run_1/congestion_map.png
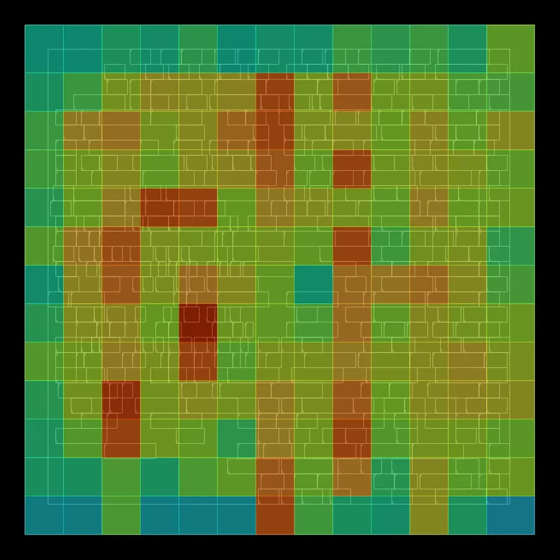
run_1/gates.png
(4 px per um)
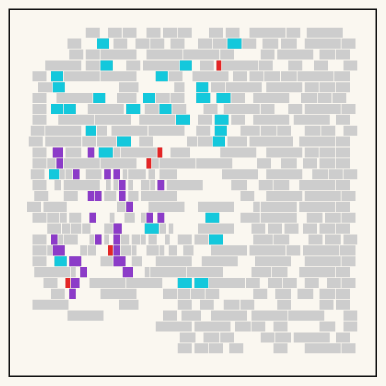
run_1/clock_wires.png
(4 px per um)
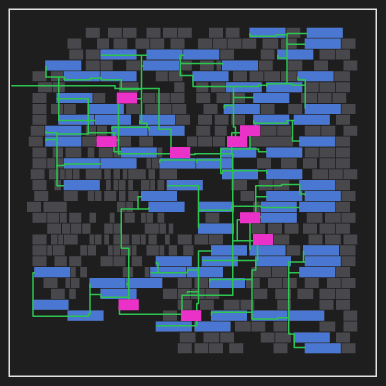
run_1/route_heat.png
(4 px per um) The die is cut into 18 by 18 equal tiles; white is low, dark blue is high, scaled to the fullest tile. Values are wire area over tile area, all layers added.
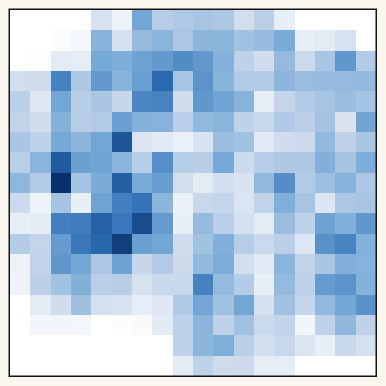
### config.mk
export PLATFORM = sky130hd
export DESIGN_NAME = ber_readout_seq_flat
export DESIGN_NICKNAME = d
export VERILOG_FILES = /design/src/rtl/ber_readout_seq_pkg.sv /design/src/rtl/ber_readout_seq_if.sv /design/src/rtl/ber_readout_seq.sv /design/src/flat_wrapper.sv
export SDC_FILE = /design/constraint.sdc
export NUM_CORES = 1
export LEC_CHECK = 0
export CORE_MARGIN = 4
export CORE_UTILIZATION = 45
export CTS_CLUSTER_SIZE = 8
export DETAILED_ROUTE_END_ITERATION = 10
export PLACE_DENSITY = 0.85
export SYNTH_ARGS = -nofsm -noshare
export SYNTH_HDL_FRONTEND = slang
export SYNTH_SLANG_ARGS = --single-unit
### constraint.sdc
create_clock -name clk -period 5.1 [get_ports clk]
set_clock_uncertainty 0.05 [all_clocks]
set_input_delay 1.275 -clock clk [delete_from_list [all_inputs] [get_ports clk]]
set_output_delay 1.275 -clock clk [all_outputs]
set_load 0.01 [all_outputs]
### src/rtl/ber_readout_seq_pkg.sv
// Shared constants, state encoding and command-word builder for the BER readout sequencer.
package ber_readout_seq_pkg;

    localparam int unsigned CMD_W = 32;

    localparam logic [7:0] OP_LOG   = 8'h05;
    localparam logic [7:0] OP_RDSEL = 8'h06;

    localparam int unsigned STROBE_BIT = 23;
    localparam int unsigned RDEN_BIT   = 16;

    typedef enum logic [3:0] {
        StIdle,
        StArm,
        StLatch,
        StDisarm,
        StSel,
        StSettle,
        StPush,
        StRelease,
        StDone
    } state_e;

    function automatic logic [CMD_W-1:0] make_cmd(input logic [7:0]  opcode,
                                                  input logic [23:0] payload);
        return {opcode, payload};
    endfunction

endpackage

### src/rtl/ber_readout_seq_if.sv
// Command-bus arbitration and readback-stream signals of the BER readout sequencer.
interface ber_readout_seq_if #(
    parameter int unsigned NBT_GPIOS = 32
);
    logic                 i_start;
    logic [NBT_GPIOS-1:0] i_gpio_from_micro;
    logic [NBT_GPIOS-1:0] o_gpio_to_regf;
    logic [NBT_GPIOS-1:0] i_regf_to_gpio;
    logic [NBT_GPIOS-1:0] o_data;
    logic                 o_valid;
    logic                 i_ready;
    logic                 o_busy;
    logic                 o_done;
    logic                 o_cmd_dropped;

    modport slave (
        input  i_start, i_gpio_from_micro, i_regf_to_gpio, i_ready,
        output o_gpio_to_regf, o_data, o_valid, o_busy, o_done, o_cmd_dropped
    );

    modport master (
        output i_start, i_gpio_from_micro, i_regf_to_gpio, i_ready,
        input  o_gpio_to_regf, o_data, o_valid, o_busy, o_done, o_cmd_dropped
    );

endinterface

### src/rtl/ber_readout_seq.sv
// Latches the BER accumulators, walks the readback mux and streams the words out,
// passing micro commands through to the register file while idle.
module ber_readout_seq
    import ber_readout_seq_pkg::*;
#(
    parameter int unsigned NBT_GPIOS = 32,
    parameter int unsigned N_WORDS   = 8
) (
    input logic              clk,
    input logic              i_reset,
    ber_readout_seq_if.slave bus
);

    localparam int unsigned   KW     = (N_WORDS > 1) ? $clog2(N_WORDS) : 1;
    localparam logic [KW-1:0] K_LAST = KW'(N_WORDS - 1);

    localparam logic [23:0] PL_STROBE = 24'h1 << STROBE_BIT;
    localparam logic [23:0] PL_RDEN   = 24'h1 << RDEN_BIT;

    localparam logic [NBT_GPIOS-1:0] W_LOG_ON  = NBT_GPIOS'(make_cmd(OP_LOG, PL_STROBE | 24'h1));
    localparam logic [NBT_GPIOS-1:0] W_LOG_OFF = NBT_GPIOS'(make_cmd(OP_LOG, PL_STROBE));
    localparam logic [NBT_GPIOS-1:0] W_RD_OFF  = NBT_GPIOS'(make_cmd(OP_RDSEL, PL_STROBE));

    function automatic logic [NBT_GPIOS-1:0] sel_word(input logic [KW-1:0] idx);
        return NBT_GPIOS'(make_cmd(OP_RDSEL, PL_STROBE | PL_RDEN | 24'(idx)));
    endfunction

    state_e               state_q;
    logic [KW-1:0]        k_q;
    logic                 start_pend_q;
    logic [NBT_GPIOS-1:0] gpio_q;
    logic [NBT_GPIOS-1:0] data_q;
    logic                 valid_q;
    logic                 busy_q;
    logic                 done_q;
    logic                 dropped_q;
    logic                 micro_strobe;

    assign micro_strobe = bus.i_gpio_from_micro[STROBE_BIT];

    always_ff @(posedge clk or posedge i_reset) begin
        if (i_reset) begin
            state_q      <= StIdle;
            k_q          <= '0;
            start_pend_q <= 1'b0;
            gpio_q       <= '0;
            data_q       <= '0;
            valid_q      <= 1'b0;
            busy_q       <= 1'b0;
            done_q       <= 1'b0;
            dropped_q    <= 1'b0;
        end else begin
            done_q    <= 1'b0;
            // The deferred-start cycle also discards the micro word.
            dropped_q <= micro_strobe && ((state_q != StIdle) || start_pend_q);
            unique case (state_q)
                StIdle: begin
                    if (start_pend_q) begin
                        start_pend_q <= 1'b0;
                        gpio_q       <= W_LOG_ON;
                        busy_q       <= 1'b1;
                        state_q      <= StArm;
                    end else if (bus.i_start && micro_strobe) begin
                        // Forward the colliding micro command first; arm one cycle later.
                        start_pend_q <= 1'b1;
                        gpio_q       <= bus.i_gpio_from_micro;
                    end else if (bus.i_start) begin
                        gpio_q  <= W_LOG_ON;
                        busy_q  <= 1'b1;
                        state_q <= StArm;
                    end else begin
                        gpio_q <= bus.i_gpio_from_micro;
                    end
                end
                StArm: begin
                    gpio_q  <= W_LOG_ON;
                    state_q <= StLatch;
                end
                StLatch: begin
                    gpio_q  <= W_LOG_OFF;
                    state_q <= StDisarm;
                end
                StDisarm: begin
                    gpio_q  <= sel_word(k_q);
                    state_q <= StSel;
                end
                StSel: begin
                    gpio_q  <= '0;
                    state_q <= StSettle;
                end
                StSettle: begin
                    data_q  <= bus.i_regf_to_gpio;
                    valid_q <= 1'b1;
                    state_q <= StPush;
                end
                StPush: begin
                    if (bus.i_ready) begin
                        valid_q <= 1'b0;
                        if (k_q == K_LAST) begin
                            k_q     <= '0;
                            gpio_q  <= W_RD_OFF;
                            state_q <= StRelease;
                        end else begin
                            k_q     <= k_q + 1'b1;
                            gpio_q  <= sel_word(k_q + 1'b1);
                            state_q <= StSel;
                        end
                    end
                end
                StRelease: begin
                    gpio_q  <= '0;
                    done_q  <= 1'b1;
                    state_q <= StDone;
                end
                StDone: begin
                    gpio_q  <= '0;
                    busy_q  <= 1'b0;
                    state_q <= StIdle;
                end
                default: begin
                    gpio_q  <= '0;
                    valid_q <= 1'b0;
                    busy_q  <= 1'b0;
                    k_q     <= '0;
                    state_q <= StIdle;
                end
            endcase
        end
    end

    assign bus.o_gpio_to_regf = gpio_q;
    assign bus.o_data         = data_q;
    assign bus.o_valid        = valid_q;
    assign bus.o_busy         = busy_q;
    assign bus.o_done         = done_q;
    assign bus.o_cmd_dropped  = dropped_q;

endmodule

### src/flat_wrapper.sv
// flat-port wrapper written by rule: the top's interface ports become plain ports
module ber_readout_seq_flat import ber_readout_seq_pkg::*;
#(
    parameter int unsigned NBT_GPIOS = 32,
    parameter int unsigned N_WORDS   = 8
)
  (clk, i_reset, bus_i_start, bus_i_gpio_from_micro, bus_i_regf_to_gpio, bus_i_ready, bus_o_gpio_to_regf, bus_o_data, bus_o_valid, bus_o_busy, bus_o_done, bus_o_cmd_dropped);
  ber_readout_seq_if #(.NBT_GPIOS(NBT_GPIOS)) bus_i ();
  input logic clk;
  input logic i_reset;
  input wire logic [$bits(bus_i.i_start)-1:0] bus_i_start;
  input wire logic [$bits(bus_i.i_gpio_from_micro)-1:0] bus_i_gpio_from_micro;
  input wire logic [$bits(bus_i.i_regf_to_gpio)-1:0] bus_i_regf_to_gpio;
  input wire logic [$bits(bus_i.i_ready)-1:0] bus_i_ready;
  output wire logic [$bits(bus_i.o_gpio_to_regf)-1:0] bus_o_gpio_to_regf;
  output wire logic [$bits(bus_i.o_data)-1:0] bus_o_data;
  output wire logic [$bits(bus_i.o_valid)-1:0] bus_o_valid;
  output wire logic [$bits(bus_i.o_busy)-1:0] bus_o_busy;
  output wire logic [$bits(bus_i.o_done)-1:0] bus_o_done;
  output wire logic [$bits(bus_i.o_cmd_dropped)-1:0] bus_o_cmd_dropped;
  assign bus_i.i_start = bus_i_start;
  assign bus_i.i_gpio_from_micro = bus_i_gpio_from_micro;
  assign bus_i.i_regf_to_gpio = bus_i_regf_to_gpio;
  assign bus_i.i_ready = bus_i_ready;
  assign bus_o_gpio_to_regf = bus_i.o_gpio_to_regf;
  assign bus_o_data = bus_i.o_data;
  assign bus_o_valid = bus_i.o_valid;
  assign bus_o_busy = bus_i.o_busy;
  assign bus_o_done = bus_i.o_done;
  assign bus_o_cmd_dropped = bus_i.o_cmd_dropped;
  ber_readout_seq #(.NBT_GPIOS(NBT_GPIOS), .N_WORDS(N_WORDS)) u_core (.clk(clk), .i_reset(i_reset), .bus(bus_i));
endmodule
==> results.py, run 1 <==
# Auto-generated metrics
metrics = {
    "floorplan": {
        "die-area_um2": 8350,
        "coreArea_um2": 6760,
        "fp_util_pct": 46.3,
        "chipWidth_um": 91.4,
        "num_rows": 30,
        "die_h_um": 91.4,
        "ioPinCount": 136,
    },
    "clock_network": {
        "clock_path_buffers": 2,
        "hold_buffers": 0,
        "clock_sinks": 76,
        "clockRootBuffer": "clkbuf_8",
        "post-cts-setup-buffers": 0,
        "cts_tree": "built",
        "numCtsBuffers": 9,
        "htreeDepth": 3,
        "path_clk_slew_ns": 0.08,
        "cts-resized-gates": 0,
    },
    "setup_path": {
        "crit_cells": 5,
        "rr_endpoint": "u_core.bus.o_gpio_to_regf[2]",
        "crit_slowest_cell": "a21oi_2",
        "critPathMaxFanout": 17,
        "worstSetupStartpointType": "primary input",
        "critPathBufInv": 2,
        "arrival_ns": 3.47,
        "crit_end": "u_core.bus.o_gpio_to_regf[12]",
        "critPathKind": "primary input to flop",
        "cp_top_family": "buffers and inverters",
        "reg2reg_from": "u_core.state_q[1]",
        "crit_path_start": "bus_i_ready",
        "reg2reg_depth": 3,
        "reg2reg_slack_ns": 2.64,
        "cp.required_ns": 5.32,
        "max_stage_delay_ns": 0.64,
        "cp_cell_sequence": "clkdlybuf4s50_1 -> or3b_2 -> a21oi_2 -> buf_4 -> a22o_1",
        "worstSetupEndpointType": "flop",
    },
    "layout": {
        "diodes": 0,
        "final_cell_mix": "135 x clkdlybuf4s50_1, 76 x dfrtp_1, 29 x mux2_2, 15 x a22o_1, 13 x nand2_1",
        "design_area_um2": 4720,
        "fin_nets": 442,
        "area_growth_pct": 51.0,
        "drive_above_1_share_pct": 17.5,
    },
    "yosys": {
        "largest_area_cell": "dfrtp_1",
        "syn_area_um2": 3130,
        "async_flop_share_pct": 100,
        "ys_warn_count": 0,
        "syn_area_per_cell_um2": 13.1,
        "flop_cell": "dfrtp_1",
        "ys_seq_share_pct": 60.8,
        "synth_cells": 238,
        "synth_cell_types": 43,
        "edf_count": 0,
        "top_area_share_pct": 60.8,
        "topCellsByArea": "dfrtp_1 61%, mux2_2 10%, a22o_1 4.2%",
        "synth-seq-cells": 76,
        "ys_chip_area_um2": 3130,
        "fp_nets": 308,
        "yosys_cells": 238,
    },
    "place": {
        "io_buffers": 135,
        "dpl-instance-area_um2": 4510,
        "globalplace.congestion": 0.856,
        "dp_hpwl_um": 5910,
    },
    "final_timing": {
        "finalSetupViolations": 0,
        "max_freq_mhz": 307,
        "tns_ns": 0,
        "relSlewSlack_pct": 31.2,
        "tightest_slew_ns": 1.03,
        "finalHoldViolations": 0,
        "drv_slew": 0,
        "rsz0062_at_grt": "false",
        "post-route-period-util_pct": 63.8,
        "timing.final.crit_period_ns": 3.25,
    },
    "routing": {
        "ant_nets": 0,
        "drt-initial-drc-count": 115,
        "drcViolationCount": 0,
    },
    "run_status": {
        "outcome": "complete, no violations",
    },
    "global_routing": {
        "antenna_found_initial": 0,
        "grt_max_degree": 54,
        "grt_pass1_wl_um": 13000,
        "grt_pass1_vias": 2481,
        "grt-ovfl-total": 0,
    },
    "hold_path": {
        "whs_path_depth": 1,
        "holdCritPathClass": "flop to flop",
    },
    "flow_run": {
        "warning_count": 26,
        "drv_cap": 0,
    },
    "pwr": {
        "ir_drop_uv": 288,
        "power_leakage_nw": 2.01,
    },
}
Back to the opening pictures, congestion_map.png:
grt met1 use: 25.9%
DR WL/cell: 17.3 um
met3 usage: 5.47%

Back to the opening pictures, gates.png:
[aoi and oai cells] purple | cells: 27 | most used: o21ai_0 | where: west
[inv cells] red | cells: 5 | most used: inv_1
[non-inverting ao/oa cells] cyan | cells: 30 | most used: a22o_1
logic share of the area: 23.7%
Commonest Layout Cell: clkdlybuf4s50_1
final non-filler cell total: 457

Back to the opening pictures, clock_wires.png:
[clock wires] green | length: 879 um
[clock-net drivers] magenta | count: 9
[flip-flops] blue | count: 76
routed clock nets: 10
flops lie: all over the die
Clock Power Share: 17.4%
P_clk: 0.475 mW
Late-Pin Clk Latency: 0.33 ns

Back to the opening pictures, route_heat.png:
mean over tiles: 0.15
tiles over half the peak: 19%
emptiest ninth of the die: south-west
densest ninth of the die: west
nearly empty tiles: 11%
fullest tile: 0.47
Tot GR Track Use: 19.6%
Total Wirelength: 7880 um

run 1: cells in the mapped netlist (2+ instances only):
cell,number
dfrtp_1,76
nor3_1,3
buf_6,3
clkbuf_1,4
o21ai_0,12
nor4_1,2
ha_1,2
inv_1,5
nor2b_1,5
a22o_2,10
a22o_1,15
a21oi_1,8
nand2_1,13
nand3_1,5
mux2_1,4
nor2_1,7
nand2b_1,2
or3b_2,2
buf_2,7
a221o_1,2
mux2_2,29
run 1: routing by layer:
layer | wire length, um | share of wire (%) | GRT usage [%] | vias to the layer above
met5 | 0 | 0 | 0 | -
met3 | 499 | 6.3 | 5.47 | 10
met4 | 91 | 1.2 | 4.52 | 0
met2 | 3910 | 50 | 32.2 | 103
met1 | 3390 | 43 | 25.9 | 1195
li1 | - | - | - | 1135
run 1: worst min path at each step:
stage	to	slack [ns]	from
after detailed placement	u_core.bus.o_data[31]	0.43	u_core.bus.o_data[31]
final	u_core.bus.o_data[31]	0.45	u_core.bus.o_data[31]
after floorplan	u_core.k_q[2]	0.45	u_core.k_q[2]
after CTS	u_core.bus.o_data[31]	0.45	u_core.bus.o_data[31]
after global placement	u_core.bus.o_data[26]	0.42	u_core.bus.o_data[26]
after global routing	u_core.bus.o_data[10]	0.47	u_core.bus.o_data[10]
run 1: worst reg2reg max path, cell delays in order, from the launching register on:
cell     delay, ns
dfrtp_1       0.56
or4_4         0.65
nor3_4        0.84
a221o_1       0.30
run 1: final cells by class:
class,instances,area (um^2)
flip-flops and latches,76,1900
clock buffers,11,151
clock inverters,5,58.8
multi-input cells,142,1120
fillers,509,2030
inverters,5,18.8
repair buffers,138,1370
well taps,80,100
run 1: power breakdown:
| part | internal [mW] | switching (mW) | leakage [nW] | total (mW) |
|---|---|---|---|---|
| Clock | 0.254 | 0.221 | 0.102 | 0.475 |
| Sequential | 0.851 | 0.190 | 0.952 | 1.04 |
| Combinational | 0.714 | 0.498 | 0.952 | 1.21 |
| Total | 1.82 | 0.909 | 2.01 | 2.73 |
run 1: stage by stage:
step	setup slack [ns]	cells	hold WS, ns	util [%]	power, mW
after CTS	1.84	457	0.451	69.9	2.76
after global routing	1.73	457	0.468	69.9	2.91
after global placement	1.58	441	0.417	66.8	2.23
final	1.85	457	0.448	69.9	2.73
after detailed placement	1.49	441	0.433	66.8	2.28
after floorplan	1.84	238	0.447	-	1.67
run 1: kinds of logic after synthesis:
| group | Yosys count | synth area share (%) |
|---|---|---|
| buffers and inverters | 20 | 3.52 |
| adder cells (fa/ha/maj) | 2 | 0.800 |
| multiplexers | 34 | 12.2 |
| XOR/XNOR | 1 | 0.280 |
| flip-flops | 76 | 60.8 |
| AND-OR/OR-AND | 57 | 13.8 |
| AND/OR/NAND/NOR | 48 | 8.64 |
run 1: sequential cells by signal, summed over array words and instances (netlist names):
signal / cells
u_core.bus.o_cmd_dropped: 1
u_core.start_pend_q: 1
u_core.bus.o_data: 32
u_core.k_q: 3
u_core.bus.o_busy: 1
u_core.bus.o_gpio_to_regf: 32
u_core.bus.o_valid: 1
u_core.state_q: 4
u_core.bus.o_done: 1
run_1/port_trees.png
(4 px per um)
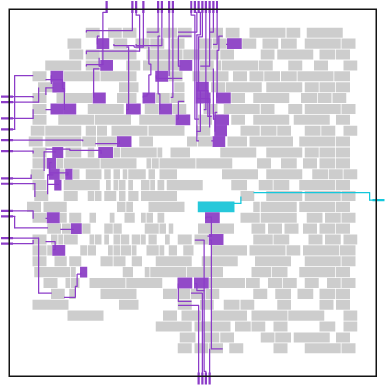

--- run 2 (diff from run 1) ---
CORE_UTILIZATION = 38   (was 45)
PLACE_DENSITY = 0.76   (was 0.85)
clock period = 2.9 ns   (was 5.1 ns; I/O delays follow)
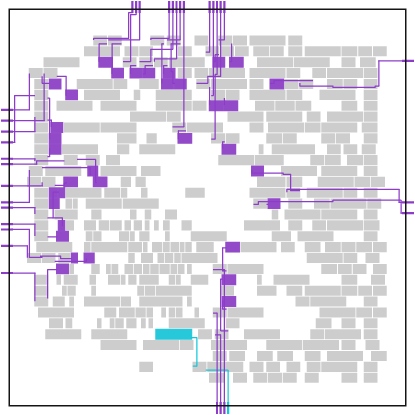
run_2/port_trees.png
(4 px per um)
[bus_o_done] cyan | bits: 1 | direction: output | edge: south | end cells: 1 | buffers: 1 | wire: 23.3 um
[bus_i_gpio_from_micro] purple | bits: 32 | direction: input | edge: 13 west, 13 north, 3 east, 3 south | end cells: 35 | buffers: 32 | wire: 794 um
I/O pin total: 136
PortBufs: 135

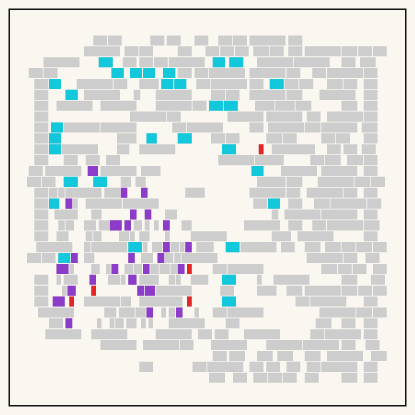
run_2/gates.png
(4 px per um)
[aoi and oai cells] purple | cells: 27 | most used: o21ai_0
[non-inverting ao/oa cells] cyan | cells: 30 | most used: a22o_1
[inv cells] red | cells: 5 | most used: inv_1
final non-filler cell total: 487
logic share of the area: 23.1%

==> run 2 against run 1 <==
Sequential cell count did not move. First-iteration DRC count fell by 48%. Largest cell class unchanged. Combinational power rose by 89%. Sequential share of layout area fell by 0.98 points. Sequential power rose by 67%. Total power rose by 80%. Critical endpoint is now u_core.bus.o_gpio_to_regf[2]. Count of clock-buffer cells in the layout fell by 1. Wire length rose by 2.3%.
==> results.py, run 2 <==
# Auto-generated metrics
metrics = {
    "floorplan": {
        "coreArea_um2": 7850,
        "chipWidth_um": 98.7,
        "die_h_um": 98.7,
        "die-area_um2": 9750,
        "fp_util_pct": 39.9,
        "num_rows": 32,
    },
    "yosys": {
        "syn_area_um2": 3130,
        "flop_cell": "dfrtp_1",
        "yosysMostFrequentCell": "dfrtp_1",
        "largest_area_cell": "dfrtp_1",
        "topCellsByArea": "dfrtp_1 61%, mux2_2 10%, a22o_1 4.2%",
        "ys_warn_count": 0,
        "synth-seq-cells": 76,
        "fp_nets": 308,
        "edf_count": 0,
        "top_area_share_pct": 60.8,
        "ys_chip_area_um2": 3130,
        "synth_cell_types": 43,
        "ys_seq_share_pct": 60.8,
        "common_cells": "76 x dfrtp_1, 29 x mux2_2, 15 x a22o_1, 13 x nand2_1, 12 x o21ai_0",
        "synth_cells": 238,
        "syn_area_per_cell_um2": 13.1,
        "yosys_cells": 238,
        "async_flop_share_pct": 100,
    },
    "routing": {
        "drt-total-wl_um": 8060,
        "ant_nets": 0,
        "drcViolationCount": 0,
        "routedWlPerCell_um": 16.6,
        "vias": 2449,
        "viasPerCell": 5.03,
        "drt-initial-drc-count": 60,
    },
    "setup_path": {
        "reg2reg_slack_ns": 0.62,
        "reg2reg_from": "u_core.state_q[1]",
        "cp.required_ns": 3.12,
        "reg2reg_depth": 3,
        "critPathKind": "flop to flop",
        "arrival_ns": 2.50,
        "crit_path_start": "u_core.state_q[1]",
        "worstSetupEndpointType": "flop",
        "critPathMaxFanout": 27,
        "worstSetupStartpointType": "flop",
        "rr_endpoint": "u_core.bus.o_gpio_to_regf[2]",
    },
    "flow_run": {
        "drv_cap": 0,
        "warning_count": 26,
    },
    "clock_network": {
        "cts_tree": "built",
        "numCtsBuffers": 9,
        "hold_buffers": 0,
        "insertion_delay_ns": 0.33,
        "path_clk_slew_ns": 0.08,
        "htreeDepth": 3,
        "post-cts-setup-buffers": 0,
        "cts-resized-gates": 0,
        "clock_sinks": 76,
        "clock_path_buffers": 2,
        "clockRootBuffer": "clkbuf_8",
    },
    "final_timing": {
        "timing.final.crit_period_ns": 2.28,
        "post-route-period-util_pct": 78.5,
        "rsz0062_at_grt": "false",
        "worst_slack_ns": 0.624,
        "relSlewSlack_pct": 29.3,
        "finalHoldViolations": 0,
        "tns_ns": 0,
        "tightest_slew_ns": 1.06,
        "drv_slew": 0,
        "max_freq_mhz": 439,
        "finalSetupViolations": 0,
    },
    "layout": {
        "area_growth_pct": 54.8,
        "fin_nets": 450,
        "final_cell_mix": "135 x clkdlybuf4s50_1, 76 x dfrtp_1, 29 x mux2_2, 15 x a22o_1, 13 x nand2_1",
        "diodes": 0,
        "drive_above_1_share_pct": 19.0,
        "lay_top_count": "clkdlybuf4s50_1",
    },
    "global_routing": {
        "track_usage_pct": 17.0,
        "grt_max_degree": 50,
        "antenna_found_initial": 0,
        "grt-ovfl-total": 0,
        "grt_pass1_wl_um": 13400,
        "grt_pass1_vias": 2581,
    },
    "hold_path": {
        "whs_path_depth": 1,
        "holdCritPathClass": "flop to flop",
        "hold-path-endpoint": "u_core.bus.o_gpio_to_regf[26]",
        "hold_path_startpoint": "u_core.bus.o_gpio_to_regf[26]",
    },
    "pwr": {
        "ir_drop_uv": 400,
        "power_leakage_nw": 2.06,
    },
    "place": {
        "globalplace.congestion": 0.913,
        "dp_hpwl_um": 5910,
        "dp_cells": 471,
        "post-place-ws_ns": 0.281,
    },
    "run_status": {
        "outcome": "complete, no violations",
    },
}
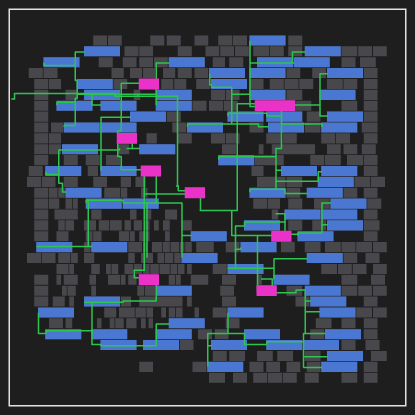
run_2/clock_wires.png
(4 px per um)
[clock wires] green | length: 913 um
[flip-flops] blue | count: 76
[clock-net drivers] magenta | count: 9
flops lie: all over the die
Clock Power Share: 17.8%
P_clk: 0.871 mW

run 2: cell counts after synthesis:
No cell type changed its count.
run 2: how the worst max path moves through the flow:
stage | cells past startpoint | to | slack (ns)
final | 3 | u_core.bus.o_gpio_to_regf[2] | 0.62
after global routing | 3 | u_core.bus.o_gpio_to_regf[16] | 0.49
after CTS | 3 | u_core.bus.o_gpio_to_regf[2] | 0.61
after detailed placement | 4 | u_core.bus.o_gpio_to_regf[2] | 0.28
after global placement | 4 | u_core.bus.o_gpio_to_regf[16] | 0.36
after floorplan | 1 | u_core.bus.o_busy | 0.19
run 2: cells by family after synthesis:
group	count (synthesis)	share of synthesized area, %
AND-OR/OR-AND	57	13.8
XOR/XNOR	1	0.280
flip-flops	76	60.8
adder cells (fa/ha/maj)	2	0.800
AND/OR/NAND/NOR	48	8.64
buffers and inverters	20	3.52
multiplexers	34	12.2
run 2: cell type report:
type / instances / area [um^2]
fill: 628 / 3010
tap: 102 / 128
sequential: 76 / 1900
inverter: 5 / 18.8
clock buffer: 10 / 128
clock inverter: 6 / 87.6
timing repair buffer: 146 / 1460
multi-input combinational: 142 / 1120
run 2: metrics by stage:
step                total power [mW]  hold WS, ns  cell area (um^2)  utilization (%)
finish                          4.90        0.433              4840             61.7
floorplan                       2.93        0.447              3130                -
detailed placement              4.07        0.423              4630             58.9
global placement                4.01        0.414              4630             58.9
CTS                             4.96        0.440              4840             61.7
global route                    5.22        0.450              4840             61.7
run 2: power breakdown:
part	internal, mW	switching, mW	total (mW)
Combinational	1.31	0.986	2.29
Clock	0.487	0.384	0.871
Sequential	1.50	0.242	1.74
Total	3.29	1.61	4.90
run 2: critical path, cell delays in order, from the launching register on:
cell and delay (ns):
dfrtp_1 0.41, or4_4 0.60, nor3_4 0.87, a221o_1 0.28
run 2: metal layers:
layer	up-vias	track usage, %	share of wire [%]
met4	0	6.09	0.94
met2	113	25.2	45
met1	1176	24.4	47
met3	7	4.03	6.6
met5	-	0	0
li1	1153	-	-
Power figures rest on the tool's default switching activity, not on a simulated workload.
